==> run_1/clock_map.png <==
The bar under the picture is 50 um long.
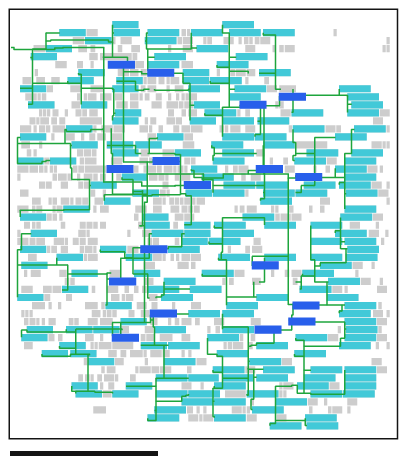
==> run_1/final_clocks.png <==
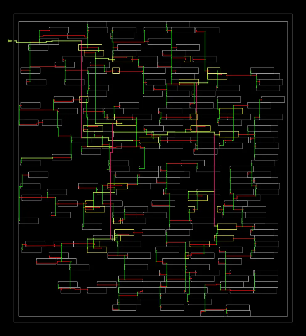
==> run_1/registers.png <==
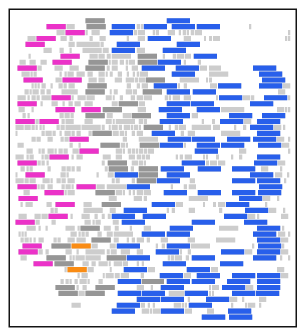
File: src/rtl/rv_pkg.sv
`default_nettype none
// ============================================================================
//  Module   : rv_pkg
//  Purpose  : Shared rv32i front-end widths, NOP encoding and the fetch entry type.
//  Revision : 1.0  initial release
// ============================================================================
package rv_pkg;

    localparam int XLEN = 32;
    localparam int ILEN = 32;

    localparam logic [ILEN-1:0] NOP_INSTR = 32'h0000_0013;

    typedef struct packed {
        logic [ILEN-1:0] instr;
        logic [XLEN-1:0] pc;
    } fetch_entry_t;

endpackage
`default_nettype wire

File: src/rtl/fetch_fifo.sv
`default_nettype none
// ============================================================================
//  Module   : fetch_fifo
//  Purpose  : Synchronous prefetch FIFO of fetch entries with flush, count, full, empty.
//  Revision : 1.0  initial release
// ============================================================================
module fetch_fifo
    import rv_pkg::*;
#(
    parameter  int DEPTH = 2,
    localparam int CNT_W = $clog2(DEPTH + 1)
) (
    input  logic               clk,
    input  logic               rst,
    input  logic               flush_i,
    input  logic               push_i,
    input  logic               pop_i,
    input  fetch_entry_t       data_i,
    output fetch_entry_t       data_o,
    output logic [CNT_W-1:0]   count_o,
    output logic               full_o,
    output logic               empty_o
);

    localparam int c_PTR_W = $clog2(DEPTH);

    fetch_entry_t             mem_q [DEPTH];
    logic [c_PTR_W-1:0]       wr_ptr_q;
    logic [c_PTR_W-1:0]       rd_ptr_q;
    logic [CNT_W-1:0]         count_q;

    always_ff @(posedge clk or negedge rst) begin
        if (!rst) begin
            wr_ptr_q <= '0;
            rd_ptr_q <= '0;
            count_q  <= '0;
        end else if (flush_i) begin
            wr_ptr_q <= '0;
            rd_ptr_q <= '0;
            count_q  <= '0;
        end else begin
            if (push_i) begin
                wr_ptr_q <= wr_ptr_q + c_PTR_W'(1);
            end
            if (pop_i) begin
                rd_ptr_q <= rd_ptr_q + c_PTR_W'(1);
            end
            count_q <= count_q + CNT_W'(push_i) - CNT_W'(pop_i);
        end
    end

    // Storage carries no reset: the consumer masks the head whenever empty_o is set.
    always_ff @(posedge clk) begin
        if (push_i && !flush_i) begin
            mem_q[wr_ptr_q] <= data_i;
        end
    end

    assign data_o  = mem_q[rd_ptr_q];
    assign count_o = count_q;
    assign full_o  = (count_q == CNT_W'(DEPTH));
    assign empty_o = (count_q == '0);

endmodule
`default_nettype wire

File: src/rtl/fetch_unit.sv
`default_nettype none
// ============================================================================
//  Module   : fetch_unit
//  Purpose  : Fetch PC, credit-limited memory requests, prefetch FIFO, redirect squash.
//             Optional same-cycle response bypass when FETCH_BYPASS_EN is defined.
//  Revision : 1.0  initial release
// ============================================================================
module fetch_unit
    import rv_pkg::*;
#(
    parameter int              DEPTH    = 2,
    parameter logic [XLEN-1:0] RESET_PC = '0
) (
    input  logic            clk,
    input  logic            rst,
    input  logic            redirect,
    input  logic [XLEN-1:0] redirect_pc,
    output logic            req_valid,
    input  logic            req_ready,
    output logic [XLEN-1:0] req_addr,
    input  logic            rsp_valid,
    input  logic [ILEN-1:0] rsp_data,
    output logic            instr_valid,
    input  logic            instr_ready,
    output logic [ILEN-1:0] instr,
    output logic [XLEN-1:0] instr_pc
);

    localparam int c_CNT_W = $clog2(DEPTH + 1);

    logic [XLEN-1:0]    fetch_pc_q, fetch_pc_d;
    logic [XLEN-1:0]    rsp_pc_q, rsp_pc_d;
    logic [c_CNT_W-1:0] outstanding_q, outstanding_d;
    logic [c_CNT_W-1:0] discard_q, discard_d;

    logic [c_CNT_W-1:0] w_fifo_count;
    logic               w_fifo_full;
    logic               w_fifo_empty;
    fetch_entry_t       w_head;
    fetch_entry_t       w_push_entry;
    logic [c_CNT_W:0]   w_inflight;
    logic               w_accept;
    logic               w_rsp_live;
    logic               w_bypass;
    logic               w_bypass_take;
    logic               w_push;
    logic               w_pop;
    logic [XLEN-1:0]    w_redirect_pc;

    assign w_redirect_pc = redirect_pc & ~XLEN'(3);

    // Words already buffered consume credit as well as those still in flight.
    assign w_inflight = {1'b0, outstanding_q} + {1'b0, w_fifo_count};
    assign req_valid  = rst && !redirect && (w_inflight < (c_CNT_W + 1)'(DEPTH));
    assign req_addr   = fetch_pc_q;
    assign w_accept   = req_valid && req_ready;

    assign w_rsp_live = rsp_valid && !redirect && (discard_q == '0);

`ifdef FETCH_BYPASS_EN
    assign w_bypass = rst && w_fifo_empty && !redirect && (discard_q == '0);
`else
    assign w_bypass = 1'b0;
`endif

    assign w_bypass_take = w_bypass && rsp_valid && instr_ready;
    assign w_push        = w_rsp_live && !w_bypass_take;
    assign w_pop         = !w_fifo_empty && instr_ready;

    assign w_push_entry.instr = rsp_data;
    assign w_push_entry.pc    = rsp_pc_q;

    always_comb begin
        instr_valid = !w_fifo_empty;
        instr       = w_fifo_empty ? NOP_INSTR : w_head.instr;
        instr_pc    = w_fifo_empty ? rsp_pc_q  : w_head.pc;
        if (w_bypass) begin
            instr_valid = rsp_valid;
            instr       = rsp_valid ? rsp_data : NOP_INSTR;
            instr_pc    = rsp_pc_q;
        end
    end

    always_comb begin
        outstanding_d = outstanding_q + c_CNT_W'(w_accept) - c_CNT_W'(rsp_valid);

        discard_d = discard_q;
        if (redirect) begin
            discard_d = outstanding_d;
        end else if (rsp_valid && (discard_q != '0)) begin
            discard_d = discard_q - c_CNT_W'(1);
        end

        fetch_pc_d = fetch_pc_q;
        if (redirect) begin
            fetch_pc_d = w_redirect_pc;
        end else if (w_accept) begin
            fetch_pc_d = fetch_pc_q + XLEN'(4);
        end

        rsp_pc_d = rsp_pc_q;
        if (redirect) begin
            rsp_pc_d = w_redirect_pc;
        end else if (w_push || w_bypass_take) begin
            rsp_pc_d = rsp_pc_q + XLEN'(4);
        end
    end

    always_ff @(posedge clk or negedge rst) begin
        if (!rst) begin
            fetch_pc_q    <= RESET_PC;
            rsp_pc_q      <= RESET_PC;
            outstanding_q <= '0;
            discard_q     <= '0;
        end else begin
            fetch_pc_q    <= fetch_pc_d;
            rsp_pc_q      <= rsp_pc_d;
            outstanding_q <= outstanding_d;
            discard_q     <= discard_d;
        end
    end

    fetch_fifo #(
        .DEPTH (DEPTH)
    ) u_fifo (
        .clk     (clk),
        .rst     (rst),
        .flush_i (redirect),
        .push_i  (w_push),
        .pop_i   (w_pop),
        .data_i  (w_push_entry),
        .data_o  (w_head),
        .count_o (w_fifo_count),
        .full_o  (w_fifo_full),
        .empty_o (w_fifo_empty)
    );

    a_rsp_has_request: assert property (@(posedge clk) disable iff (!rst)
        rsp_valid |-> (outstanding_q != '0));

    a_no_overflow: assert property (@(posedge clk) disable iff (!rst)
        w_push |-> (!w_fifo_full || w_pop));

endmodule
`default_nettype wire

File: config.mk
export PLATFORM = sky130hd
export DESIGN_NAME = fetch_unit
export DESIGN_NICKNAME = d
export VERILOG_FILES = /design/src/rtl/rv_pkg.sv /design/src/rtl/fetch_fifo.sv /design/src/rtl/fetch_unit.sv
export SDC_FILE = /design/constraint.sdc
export NUM_CORES = 1
export LEC_CHECK = 0
export CORE_AREA = 2 2 129 143
export DETAILED_ROUTE_END_ITERATION = 7
export DIE_AREA = 0 0 131 145
export DONT_BUFFER_PORTS = 1
export GPL_TIMING_DRIVEN = 1
export PLACE_DENSITY = 0.66
export SLEW_MARGIN = 20
export SYNTH_ARGS = -nofsm -noshare
export SYNTH_HDL_FRONTEND = slang
export SYNTH_SLANG_ARGS = --single-unit
File: constraint.sdc
create_clock -name clk -period 10.5 [get_ports clk]
set_input_delay 1.05 -clock clk [delete_from_list [all_inputs] [get_ports clk]]
set_output_delay 1.05 -clock clk [all_outputs]
set_load 0.01 [all_outputs]
==> reports/notes.md, run 1 <==
## Layout
• 124 — max FFs per register
• 0.00543 mm^2 — Register Area
• 0.00959 mm^2 — finished layout cell area
• 462 — layout multi-input combinational cell count
• sequential cells — largest contributor to cell area by class
• 0.522% — final-layout non-clock buffer area share
• u_fifo.mem_q — largest reg by FF count
• edfxtp_1 (124), nand2_1 (74), dfrtp_1 (67) — leading cell types in the layout, fill and taps excluded
• edfxtp_1 — most frequent logic cell in the layout
• 56.6% — share of the final layout cell area in sequential cells
• 32.8% — multi-input gate share of the layout cell area
• 772 — layout net count
• 9.33% — synthesis-to-layout area growth
• 0 — number of inserted diodes
• 0.00315 mm^2 — combined area of the multi-input logic cells

## Setup path
• 7 — largest fanout of any net on the critical path
• u_fifo.count_o[0] — Critical Path Source
• 2.45 ns — Crit path arrival time
• 4 — stages on the worst setup path
• 12 — depth of the worst register-to-register path
• 9.45 ns — required time at the endpoint of the critical path
• discard_q[1] — Critical R2R Capture
• u_fifo.count_o[0] — reg-to-reg startpoint
• or4b_1 — critical-path cell with the highest stage delay
• primary output — critical path capture point type

## Drt
• met4 — topmost layer with routed signal wires
• 1640 um — met3 routed WL
• 390 — DRT iter0 DRCs
• 5388 — routed via count
• 18700 um — WL final
• 7870 um — Metal-1 WL

## Floorplan
• 0.0175 mm^2 — core outline area
• 51 — standard-cell rows
• 168 — I/O pin count
• 50.0% — initial standard-cell utilization of the core
• 131 um — floorplan die width

## Synth
• 42.5% — Area leader share
• 35.4% — fraction of registers with async set/reset
• 0 — tally of yosys warning messages
• edfxtp_1 — Synth Flop Type
• 1.23% — adder and majority gate portion of the synthesized area
• 704 — # Cells Yosys
• 704 — number of instances in the synthesized netlist
• 50 — count of distinct cell types in the synthesized netlist
• 0.00877 mm^2 — post-synthesis instance area
• 0.00877 mm^2 — synthesized chip area reported by yosys

## STA
• 0 — final hold vios
• 0 — Final setup viols
• 3.50 ns — post-route minimum period
• 0 ns — total negative slack
• false — unrepaired setup endpoints after global routing
• 0.0121 ns — Setup Skew

## Power and ir drop
• 2.08 mW — total power draw
• 0.000119 V — Peak VDD IR
• 217 mW/mm^2 — Power Density

## Clock tree
• 0.44 ns — Insertion Delay late pin
• yes — CTS tree
• 2 — Clock Path Buffers
• 0.08 ns — register clock-pin slew on the reported worst setup and hold paths
• 0 — Post-CTS Resized

## Place
• 12700 um — detailed placer's ending HPWL
• 0.00897 mm^2 — post-place instance area

## GRT
• 19.8% — global-route usage over all layers
• 26.3% — met1 usage
• 5286 — number of global-route vias before repair
• 6.67% — met3 Track Usage GR
• met2 — busiest grt layer
• 0 — antenna violations before repair

## Run
• 28 — number of warnings in the stage logs

## Hold path
• input port to async pin — path category of the worst min-delay check

## Outcome
• completed — result of the run

-- clock_map.png (at the start) --
[green] clock wires | length: 2090 um
[cyan] flip-flops | count: 192
[blue] cells driving clock nets | count: 17
routed clock nets	18

-- final_clocks.png (at the start) --
count of sequential standard cells: 192
sink count of the clock tree: 192
Num CTS Buffers: 17
clock group total power: 0.656 mW

-- registers.png (at the start) --
colour	netlist name	flops
blue	`u_fifo.mem_q`	124
magenta	`req_addr`	30
orange	`outstanding_q`	2
core occupancy in the finished layout: 54.6%
power in sequential cells: 0.989 mW

-- run 1: where the power goes --
group / total, mW / switching [mW] / internal (mW)
Combinational: 0.439 / 0.286 / 0.153
Sequential: 0.989 / 0.0950 / 0.894
Clock: 0.656 / 0.296 / 0.359
-- run 1: stage by stage --
stage	hold WS, ns	worst slack, ns
CTS	0.291	6.98
finish	0.298	7.00
global route	0.280	6.88
detailed placement	0.521	6.81
floorplan	0.440	5.37
global placement	0.510	6.91
-- run 1: Yosys cell counts (9+ instances only) --
library cell,number
dfrtp_1,68
nand4_1,23
clkbuf_1,27
xor2_1,27
nor4_1,9
nand2_1,74
nand3_1,21
o21ai_0,46
mux2_2,29
inv_1,15
edfxtp_1,124
a21oi_1,10
mux2i_1,66
nor2_1,57
xnor2_1,27
nor3_1,11
==> run_1/metal_stack.png <==
The bar under the picture is 50 um long.
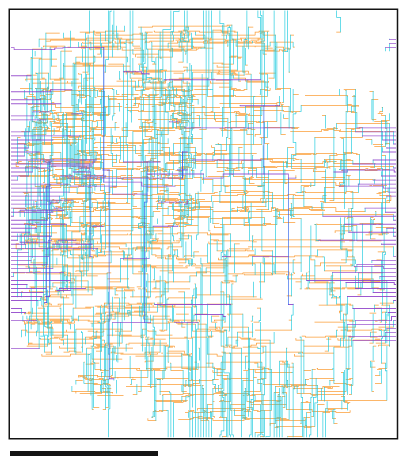

## Run 2: what changed since run 1
==> constraint.sdc (replaced) <==
create_clock -name clk -period 3.5 [get_ports clk]
set_input_delay 0.35 -clock clk [delete_from_list [all_inputs] [get_ports clk]]
set_output_delay 0.35 -clock clk [all_outputs]
set_load 0.01 [all_outputs]
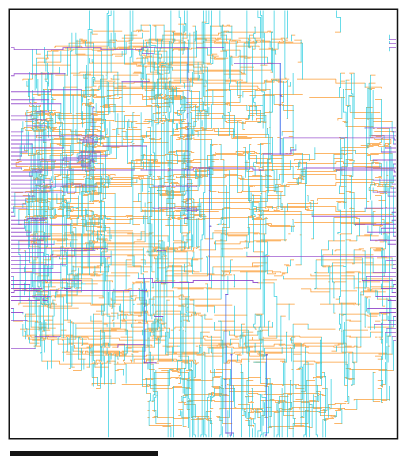
(run_2/metal_stack.png)
The bar under the picture is 50 um long.
colour	layer	wire length
blue	met4	275 um
orange	met1	8150 um
purple	met3	1450 um
cyan	met2	9520 um
Avg WL per Cell: 19.6 um
global-route usage over all layers: 20.4%

==> reports/notes.md, run 2 <==
## STA
• 0 — final hold vios, unchanged
• 0.00784 ns — Setup Skew, -0.00422 ns
• 0 — Final setup viols, unchanged
• false — unrepaired setup endpoints after global routing

## Layout
• 0.00315 mm^2 — combined area of the multi-input logic cells, unchanged
• 124 — max FFs per register, unchanged
• 2 — number of inserted diodes, +2
• 814 — layout net count, +5.4%
• 462 — layout multi-input combinational cell count, unchanged
• 31.6% — multi-input gate share of the layout cell area, -1.2 points
• edfxtp_1 (124), nand2_1 (74), dfrtp_1 (67) — leading cell types in the layout, fill and taps excluded
• 0.00543 mm^2 — Register Area, unchanged
• 56.8% — core occupancy in the finished layout, +2.1 points
• sequential cells — largest contributor to cell area by class

## Clock tree
• yes — CTS tree
• 0.07 ns — register clock-pin slew on the reported worst setup and hold paths, about the same
• 2 — Clock Path Buffers, unchanged
• 192 — sink count of the clock tree, unchanged

## Power and ir drop
• 3.01 mW — power in sequential cells, +200%
• 1.33 mW — power dissipated in combinational cells, +200%
• 622 mW/mm^2 — Power Density, +190%
• 2.08 mW — Switch Pwr, +210%
• 1.85 mW — clock group total power, +180%
• 4.12 mW — Int Power, +190%
• sequential cells — top contributor to total power

## Synth
• edfxtp_1 — Synth Flop Type
• edfxtp_1 (124), nand2_1 (74), dfrtp_1 (68) — leading post-synthesis cells by instance count
• 0.00877 mm^2 — post-synthesis instance area, unchanged
• 35.4% — fraction of registers with async set/reset, unchanged
• 50 — count of distinct cell types in the synthesized netlist, unchanged
• 42.5% — Area leader share, unchanged

## Setup path
• 3.59 ns — Crit path arrival time, +1.14 ns
• 10 — largest fanout of any net on the critical path, +3
• or4b_1 — critical-path cell with the highest stage delay
• register — critical path capture point type

## Run
• 29 — number of warnings in the stage logs, +3.6%

## Place
• 0.283 ns — post-place setup slack, -6.53 ns
• 0.00903 mm^2 — post-place instance area, +0.67%

## Drt
• 19400 um — WL final, +3.5%
• 5565 — routed via count, +3.3%
• 1450 um — met3 routed WL, -11%

## Floorplan
• 50.0% — initial standard-cell utilization of the core, unchanged
• 0.0175 mm^2 — core outline area, unchanged
• 168 — I/O pin count, unchanged

## Outcome
• completed — result of the run

## GRT
• 25.8% — met1 usage, -0.50 points
• 5445 — number of global-route vias before repair, +3.0%

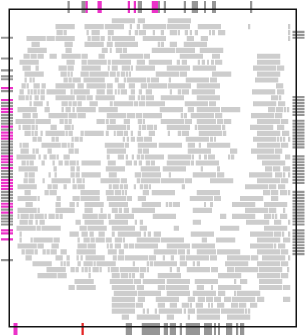
(run_2/pins.png)
Pins as bars across the die edge, other pins in grey.
colour	port	pins	direction	edge
red	`rsp_valid`	1	input	bottom
magenta	`redirect_pc`	32	input	22 left, 8 top, 2 bottom
all pins by edge	54 left, 51 right, 40 bottom, 23 top
quantity of I/O buffers inserted on ports: 0
floorplan die width: 131 um

[run 2: cell types whose count changed in the layout (fill, tap and decap cells not counted), sizes merged]
cell,before,now
dlygate4sd3,0,34
buf,5,13
inv,22,27
clkinv,6,3
bufinv,2,0
diode,0,2
[run 2: cell families after synthesis]
logic type               Yosys count  share of synthesized area (%)
flip-flops                       192                           61.9
buffers and inverters             53                           2.62
other                              1                         0.0428
XOR/XNOR                          54                           5.39
AND-OR/OR-AND                     75                           4.91
multiplexers                      95                           11.3
AND/OR/NAND/NOR                  226                           12.7
adder cells (fa/ha/maj)            8                           1.23
==> run_2/registers.png <==
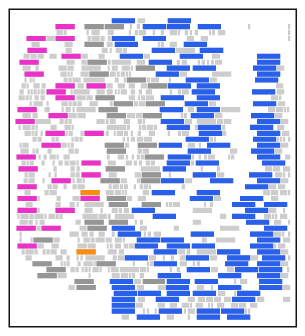

## Run 3: what changed since run 2
--- a/config.mk
+++ b/config.mk
@@ -11,6 +11,9 @@
 export DONT_BUFFER_PORTS = 1
 export GPL_TIMING_DRIVEN = 1
 export PLACE_DENSITY = 0.66
+export RECOVER_POWER = 50
+export REMOVE_ABC_BUFFERS = 1
+export SKIP_LAST_GASP = 1
 export SLEW_MARGIN = 20
 export SYNTH_ARGS = -nofsm -noshare
 export SYNTH_HDL_FRONTEND = slang
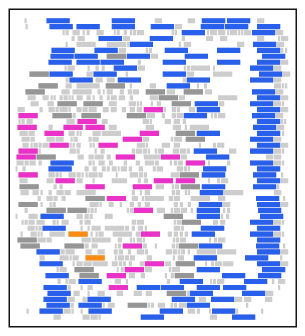
(run_3/registers.png)
colour	netlist name	flops
orange	`outstanding_q`	2
magenta	`req_addr`	30
blue	`u_fifo.mem_q`	124
Register Area: 0.00543 mm^2
core occupancy in the finished layout: 55.9%
power in sequential cells: 2.96 mW
share of the final layout cell area in sequential cells: 55.3%

==> reports/notes.md, run 3 <==
## Synth
• edfxtp_1 (124), nand2_1 (74), dfrtp_1 (68) — leading post-synthesis cells by instance count
• 50 — count of distinct cell types in the synthesized netlist, unchanged
• 12.7% — area share of and/or/nand/nor cells after synthesis, unchanged
• 35.4% — fraction of registers with async set/reset, unchanged
• 1.23% — adder and majority gate portion of the synthesized area, unchanged
• edfxtp_1 — Synth Flop Type
• 42.5% — Area leader share, unchanged
• 4.91% — aoi share, unchanged

## Power and ir drop
• 4.17 mW — Int Power, +1.2%
• 1.98 mW — Switch Pwr, -4.7%
• sequential cells — top contributor to total power
• 626 mW/mm^2 — Power Density, +0.69%

## Place
• 0.390 ns — post-place setup slack, +0.107 ns
• 0 — quantity of I/O buffers inserted on ports, unchanged

## Clock tree
• 2 — Clock Path Buffers, unchanged
• yes — CTS tree
• 0.07 ns — register clock-pin slew on the reported worst setup and hold paths, about the same

## Outcome
• complete, but fails checks — result of the run
• max-capacitance violations, max-slew violations — failing checks

## GRT
• 24.4% — met1 usage, -1.4 points
• 5392 — number of global-route vias before repair, -0.97%
• 20.7% — global-route usage over all layers, +0.35 points

## STA
• 69 — number of slew-limit violations in the final report
• 0 — final hold vios, unchanged

## Layout
• 0.00315 mm^2 — combined area of the multi-input logic cells, unchanged
• 0 — number of inserted diodes, -2
• 124 — max FFs per register, unchanged
• edfxtp_1 (124), nand2_1 (74), dfrtp_1 (68) — leading cell types in the layout, fill and taps excluded

## Drt
• 1500 um — met3 routed WL, +3.4%
• 19300 um — WL final, -0.45%
• 19.8 um — Avg WL per Cell, +0.98%
• 5417 — routed via count, -2.7%

## Floorplan
• 50.0% — initial standard-cell utilization of the core, unchanged
• 0.0175 mm^2 — core outline area, unchanged
• 168 — I/O pin count, unchanged

## Setup path
• 10 — largest fanout of any net on the critical path, unchanged
• 3.45 ns — Crit path arrival time, -0.14 ns
• register — critical path capture point type

## Run
• 1 — max-cap viol count

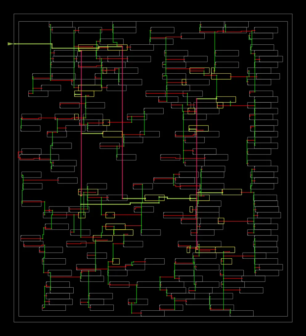
(run_3/final_clocks.png)
Setup Skew: 0.00994 ns
CLK BUF: 20
clock group total power: 1.84 mW

==> run 3: final timing paths <==
kind                                   start  slack [ns]             endpoint  cells after the start
min                             rsp_data[14]        0.02  u_fifo.mem_q[0][46]                      0
max reg2reg                u_fifo.count_o[0]        0.39         discard_q[1]                     12
max in group asynchronous                rst        1.49         rsp_pc_q[17]                      2
min in group asynchronous                rst        0.98          req_addr[4]                      2
min reg2reg                 outstanding_q[0]        0.53     outstanding_q[0]                      1
max                        u_fifo.count_o[0]        0.39         discard_q[1]                     12
==> run 3: cell type report <==
cell class / count / share of cell area [%]
Inverter: 16 / 0.612
Tap cell: 238 / 3.03
Sequential cell: 192 / 55.3
Timing Repair Buffer: 35 / 3.34
Multi-Input combinational cell: 462 / 32.1
Clock inverter: 12 / 1.12
Clock buffer: 20 / 4.55
Power is estimated from default activity; no workload was simulated.
